$ cat config.mk
export PLATFORM = sky130hd
export DESIGN_NAME = count_seq_ctrl_flat
export DESIGN_NICKNAME = d
export VERILOG_FILES = /design/src/rtl/count_seq_ctrl_if.sv /design/src/rtl/count_seq_ctrl.sv /design/src/flat_wrapper.sv
export SDC_FILE = /design/constraint.sdc
export NUM_CORES = 1
export LEC_CHECK = 0
export CAP_MARGIN = 20
export CORE_MARGIN = 3
export CORE_UTILIZATION = 30
export CTS_CLUSTER_SIZE = 10
export DETAILED_ROUTE_END_ITERATION = 10
export HOLD_SLACK_MARGIN = 0.12
export PLACE_DENSITY_LB_ADDON = 0.25
export SYNTH_ARGS = -nofsm -noshare
export SYNTH_HDL_FRONTEND = slang
export SYNTH_SLANG_ARGS = --single-unit
$ cat constraint.sdc
create_clock -name clk -period 5.1 [get_ports clk]
set_input_delay 1.02 -clock clk [delete_from_list [all_inputs] [get_ports clk]]
set_output_delay 1.02 -clock clk [all_outputs]
set_load 0.02 [all_outputs]
$ cat src/rtl/count_seq_ctrl_if.sv
// Command channel of the counter sequencer: valid/ready handshake plus the
// opcode and the run parameters sampled when a START is accepted.
interface count_seq_ctrl_if #(
    parameter int WIDTH = 4,
    parameter int DIV_W = 8
);
    logic             cmd_valid;
    logic             cmd_ready;
    logic [1:0]       cmd_op;
    logic [WIDTH-1:0] cmd_limit;
    logic [DIV_W-1:0] cmd_div;

    modport master (
        output cmd_valid,
        output cmd_op,
        output cmd_limit,
        output cmd_div,
        input  cmd_ready
    );

    modport slave (
        input  cmd_valid,
        input  cmd_op,
        input  cmd_limit,
        input  cmd_div,
        output cmd_ready
    );
endinterface

$ cat src/rtl/count_seq_ctrl.sv
// Sequencer for an external up-counter: runs it 0..limit once or looping,
// paced by a prescaler, with pause/resume and abort over a command channel.
module count_seq_ctrl #(
    parameter int WIDTH  = 4,
    parameter int DIV_W  = 8,
    parameter int LOOP_W = 8
) (
    input  logic              clk,
    input  logic              rst,
    count_seq_ctrl_if.slave   cmd,
    input  logic [WIDTH-1:0]  cnt_value,
    output logic              cnt_clr,
    output logic              cnt_inc,
    output logic              busy,
    output logic              paused,
    output logic              done,
    output logic [LOOP_W-1:0] loop_count
);
    localparam logic [1:0] OP_START_ONCE   = 2'b00;
    localparam logic [1:0] OP_START_LOOP   = 2'b01;
    localparam logic [1:0] OP_PAUSE_TOGGLE = 2'b10;
    localparam logic [1:0] OP_ABORT        = 2'b11;

    typedef enum logic [1:0] {
        IDLE  = 2'b00,
        CLEAR = 2'b01,
        RUN   = 2'b10,
        PAUSE = 2'b11
    } state_t;

    state_t             state_reg,     state_next;
    logic [DIV_W-1:0]   pre_reg,       pre_next;
    logic [LOOP_W-1:0]  loop_reg,      loop_next;
    logic [WIDTH-1:0]   limit_reg,     limit_next;
    logic [DIV_W-1:0]   div_reg,       div_next;
    logic               loop_mode_reg, loop_mode_next;

    logic accept;
    logic tick;
    logic terminal;

    // Ready is a pure function of state (and reset), never of the command itself.
    assign cmd.cmd_ready = !rst && (state_reg != CLEAR);
    assign accept        = cmd.cmd_valid && cmd.cmd_ready;

    assign tick     = (state_reg == RUN) && (pre_reg == div_reg);
    assign terminal = tick && (cnt_value >= limit_reg);

    assign busy       = (state_reg != IDLE);
    assign paused     = (state_reg == PAUSE);
    assign loop_count = loop_reg;

    always_comb begin
        state_next     = state_reg;
        pre_next       = pre_reg;
        loop_next      = loop_reg;
        limit_next     = limit_reg;
        div_next       = div_reg;
        loop_mode_next = loop_mode_reg;
        cnt_clr        = 1'b0;
        cnt_inc        = 1'b0;
        done           = 1'b0;

        case (state_reg)
            IDLE: begin
                if (accept && (cmd.cmd_op == OP_START_ONCE || cmd.cmd_op == OP_START_LOOP)) begin
                    limit_next     = cmd.cmd_limit;
                    div_next       = cmd.cmd_div;
                    loop_mode_next = (cmd.cmd_op == OP_START_LOOP);
                    loop_next      = '0;
                    state_next     = CLEAR;
                end
            end

            CLEAR: begin
                cnt_clr    = 1'b1;
                pre_next   = '0;
                state_next = RUN;
            end

            RUN: begin
                pre_next = tick ? '0 : pre_reg + 1'b1;
                if (terminal) begin
                    if (loop_mode_reg) begin
                        cnt_clr   = 1'b1;
                        loop_next = loop_reg + 1'b1;
                    end else begin
                        done       = 1'b1;
                        state_next = IDLE;
                    end
                end else if (tick) begin
                    cnt_inc = 1'b1;
                end
                // A once-mode completion outranks any command in the same cycle.
                if (state_next == RUN && accept) begin
                    if (cmd.cmd_op == OP_PAUSE_TOGGLE) begin
                        state_next = PAUSE;
                    end else if (cmd.cmd_op == OP_ABORT) begin
                        state_next = IDLE;
                    end
                end
            end

            PAUSE: begin
                if (accept) begin
                    if (cmd.cmd_op == OP_PAUSE_TOGGLE) begin
                        state_next = RUN;
                    end else if (cmd.cmd_op == OP_ABORT) begin
                        state_next = IDLE;
                    end
                end
            end

            default: state_next = IDLE;
        endcase
    end

    always_ff @(posedge clk) begin
        if (rst) begin
            state_reg     <= IDLE;
            pre_reg       <= '0;
            loop_reg      <= '0;
            limit_reg     <= '0;
            div_reg       <= '0;
            loop_mode_reg <= 1'b0;
        end else begin
            state_reg     <= state_next;
            pre_reg       <= pre_next;
            loop_reg      <= loop_next;
            limit_reg     <= limit_next;
            div_reg       <= div_next;
            loop_mode_reg <= loop_mode_next;
        end
    end
endmodule

$ cat src/flat_wrapper.sv
// flat-port wrapper written by rule: the top's interface ports become plain ports
module count_seq_ctrl_flat 
#(
    parameter int WIDTH  = 4,
    parameter int DIV_W  = 8,
    parameter int LOOP_W = 8
)
  (clk, rst, cnt_value, cnt_clr, cnt_inc, busy, paused, done, loop_count, cmd_cmd_valid, cmd_cmd_op, cmd_cmd_limit, cmd_cmd_div, cmd_cmd_ready);
  count_seq_ctrl_if #(.WIDTH(WIDTH), .DIV_W(DIV_W)) cmd_i ();
  input  logic clk;
  input  logic rst;
  input  logic [WIDTH-1:0] cnt_value;
  output logic cnt_clr;
  output logic cnt_inc;
  output logic busy;
  output logic paused;
  output logic done;
  output logic [LOOP_W-1:0] loop_count;
  input wire logic [$bits(cmd_i.cmd_valid)-1:0] cmd_cmd_valid;
  input wire logic [$bits(cmd_i.cmd_op)-1:0] cmd_cmd_op;
  input wire logic [$bits(cmd_i.cmd_limit)-1:0] cmd_cmd_limit;
  input wire logic [$bits(cmd_i.cmd_div)-1:0] cmd_cmd_div;
  output wire logic [$bits(cmd_i.cmd_ready)-1:0] cmd_cmd_ready;
  assign cmd_i.cmd_valid = cmd_cmd_valid;
  assign cmd_i.cmd_op = cmd_cmd_op;
  assign cmd_i.cmd_limit = cmd_cmd_limit;
  assign cmd_i.cmd_div = cmd_cmd_div;
  assign cmd_cmd_ready = cmd_i.cmd_ready;
  count_seq_ctrl #(.WIDTH(WIDTH), .DIV_W(DIV_W), .LOOP_W(LOOP_W)) u_core (.clk(clk), .rst(rst), .cmd(cmd_i), .cnt_value(cnt_value), .cnt_clr(cnt_clr), .cnt_inc(cnt_inc), .busy(busy), .paused(paused), .done(done), .loop_count(loop_count));
endmodule
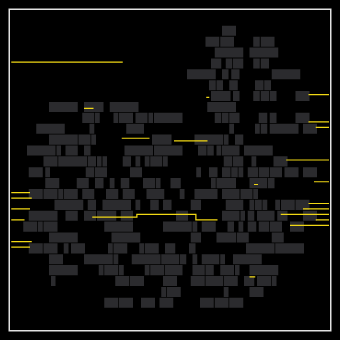
(images/met3.png)
Scale: 4 px per micron. Cells faint in the background.
longest straight run: 27.6 microns
main direction: horizontal
fraction of met3 tracks used by global routing: 0.0350
number of vias in the routed layout: 1,393
sum of routed wire length over all layers: 3530 microns

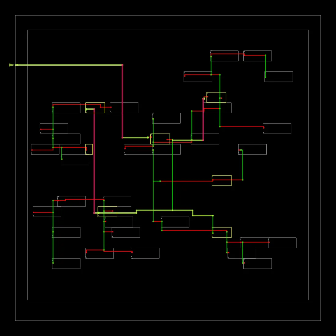
(images/final_clocks.png)
CTS Buf Count: 5
Clock Latency Late Sink: 0.29 ns

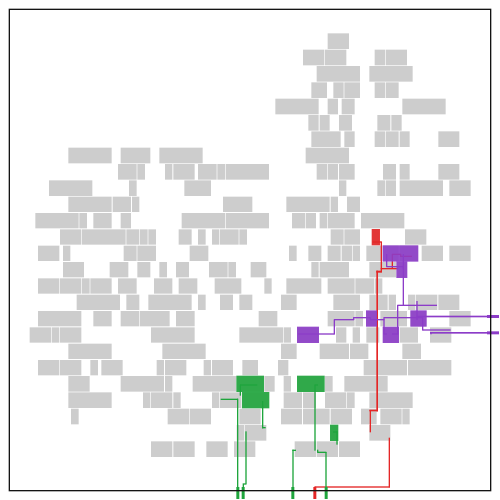
(images/port_nets.png)
Scale: 6 px per micron.
[red] cmd_cmd_ready | bits: 1 | direction: output | edge: bottom | end cells: 1 | buffers: 1 | wire: 64.3 microns
[purple] cmd_cmd_op | bits: 2 | direction: input | edge: right | end cells: 7 | buffers: 2 | wire: 83.6 microns
[green] cnt_value | bits: 4 | direction: input | edge: bottom | end cells: 4 | buffers: 4 | wire: 65.1 microns
Top-Level Pins: 35
port buffer count: 34

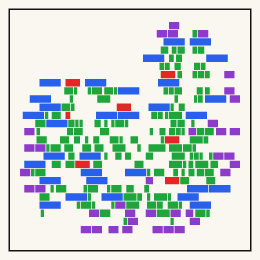
(images/cell_classes.png)
Scale: 3 px per micron.
[red] clock drivers and dummy loads | cells: 7 | share of their area: 4.2%
[green] all other logic | cells: 149 | share of their area: 48%
[blue] flip-flops | cells: 31 | share of their area: 30%
[purple] other buffers and delay cells | cells: 37 | share of their area: 18%

==> out/summary.json <==
{
  "final.setup_skew_ns": 0.0102,
  "fp_util": 0.316,
  "max_clock_freq_mhz": 226,
  "row_count": 26,
  "antenna_cells": 0,
  "final_critical_path_setup_slack_ns": 0.672,
  "whs_path_depth": 2,
  "timing.slew.headroom": 0.679,
  "worst-slew-pin-transition_ns": 0.482,
  "status": "finished, final reports clean",
  "syn-instance-count": 186,
  "warnings": 30,
  "timing_hold_violations_final": 0,
  "synth_cell_types": 38,
  "grt_remaining_overflow": 0,
  "comb_area_share": 0.440,
  "timing.critical_path.from_type": "primary input",
  "buffers": 37,
  "postSynthSeqShare": 0.378,
  "reg2reg_setup_slack_ns": 2.64,
  "seq_cell_count": 31,
  "layout_top_cells": "sky130_fd_sc_hd__clkdlybuf4s50_1 (34), sky130_fd_sc_hd__dfxtp_1 (31), sky130_fd_sc_hd__nor2_1 (26)",
  "floorplan.die_area_sq_um": 6400,
  "synth_flop_count": 31,
  "place.detailed.hpwl_microns": 2630,
  "share_of_synthesized_cell_area_in_full_adder_half_adder_and_majority_cells": 0.0838,
  "synthesized_nets": 218,
  "cts.path.max_buffers": 2,
  "cts_sinks": 31,
  "die_y_microns": 80,
  "cpPeakStageDelay_ns": 0.53,
  "fin_crit_ns": 4.43,
  "globalplace.congestion": 0.785,
  "yosys.area.top_type": "sky130_fd_sc_hd__dfxtp_1",
  "layout.clock_buffers": 6,
  "simple_gate_area_frac": 0.222,
  "worst_path_dominant_cell_family": "buffers and inverters",
  "post_synth_xor_area_fraction": 0.0800,
  "ff_latch_area_sq_um": 621,
  "cpMaxStageDelayCell": "sky130_fd_sc_hd__clkdlybuf4s50_1",
  "post_cts_resized": 0,
  "totalNegativeSetupSlack_ns": 0,
  "r2r_start": "u_core.state_reg[1]$_SDFFE_PP0P_",
  "design.final.nets": 256,
  "drv_slew": 0,
  "regToRegEndpoint": "u_core.loop_count[4]$_SDFFE_PP0P_",
  "crit_chain": "clkdlybuf4s50_1 -> inv_1 -> ha_1 -> nand2b_1 -> a2111oi_0 -> a21oi_1 -> and3_2 -> o21a_1 -> clkdlybuf4s50_1",
  "min-delay-start": "u_core.loop_count[7]$_SDFFE_PP0P_",
  "residual_drc_count": 0,
  "enable_flop_cells": 0
}
==> power by group through the flow <==
stage                     clock network (uW)  registers [uW]  logic [uW]
after floorplan                            0             274         143
after global placement                     0             279         204
after detailed placement                   0             279         204
after CTS                                207             273         206
after global routing                     212             276         227
final                                    197             273         204
==> layer usage <==
metal | routed length [microns] | GRT usage
met1 | 1720 | 0.147
met2 | 1560 | 0.187
met3 | 166 | 0.0350
met4 | 80 | 0.0726
met5 | 0 | 0
==> how the worst max path moves through the flow <==
| stage | from | endpoint | slack [ns] | cells after the start |
|---|---|---|---|---|
| final | cnt_value[0] | cnt_clr | 0.67 | 9 |
| after floorplan | cnt_value[0] | cnt_clr | 1.66 | 7 |
| after global placement | cnt_value[0] | cnt_clr | 0.71 | 9 |
| after CTS | cnt_value[0] | cnt_clr | 0.65 | 9 |
| after detailed placement | cnt_value[0] | cnt_clr | 0.67 | 9 |
| after global routing | cnt_value[0] | cnt_clr | 0.58 | 9 |
==> worst register-to-register path, stage by stage (launching register included) <==
cell	delay [ns]
sky130_fd_sc_hd__dfxtp_1	0.41
sky130_fd_sc_hd__inv_1	0.13
sky130_fd_sc_hd__ha_1	0.21
sky130_fd_sc_hd__nor2_1	0.27
sky130_fd_sc_hd__nand4b_1	0.15
sky130_fd_sc_hd__buf_4	0.24
sky130_fd_sc_hd__nor2_1	0.17
sky130_fd_sc_hd__a41oi_2	0.12
sky130_fd_sc_hd__or3_2	0.53
sky130_fd_sc_hd__a21oi_1	0.15
==> metrics by stage <==
stage | total power, uW | cell area (sq um) | utilization
2_1_floorplan | 418 | 1640 | -
4_1_cts | 686 | 2150 | 0.413
3_5_place_dp | 483 | 2060 | 0.396
6_report | 674 | 2150 | 0.413
5_1_grt | 715 | 2150 | 0.413
3_3_place_gp | 483 | 2060 | 0.396
Power is estimated from default activity; no workload was simulated.
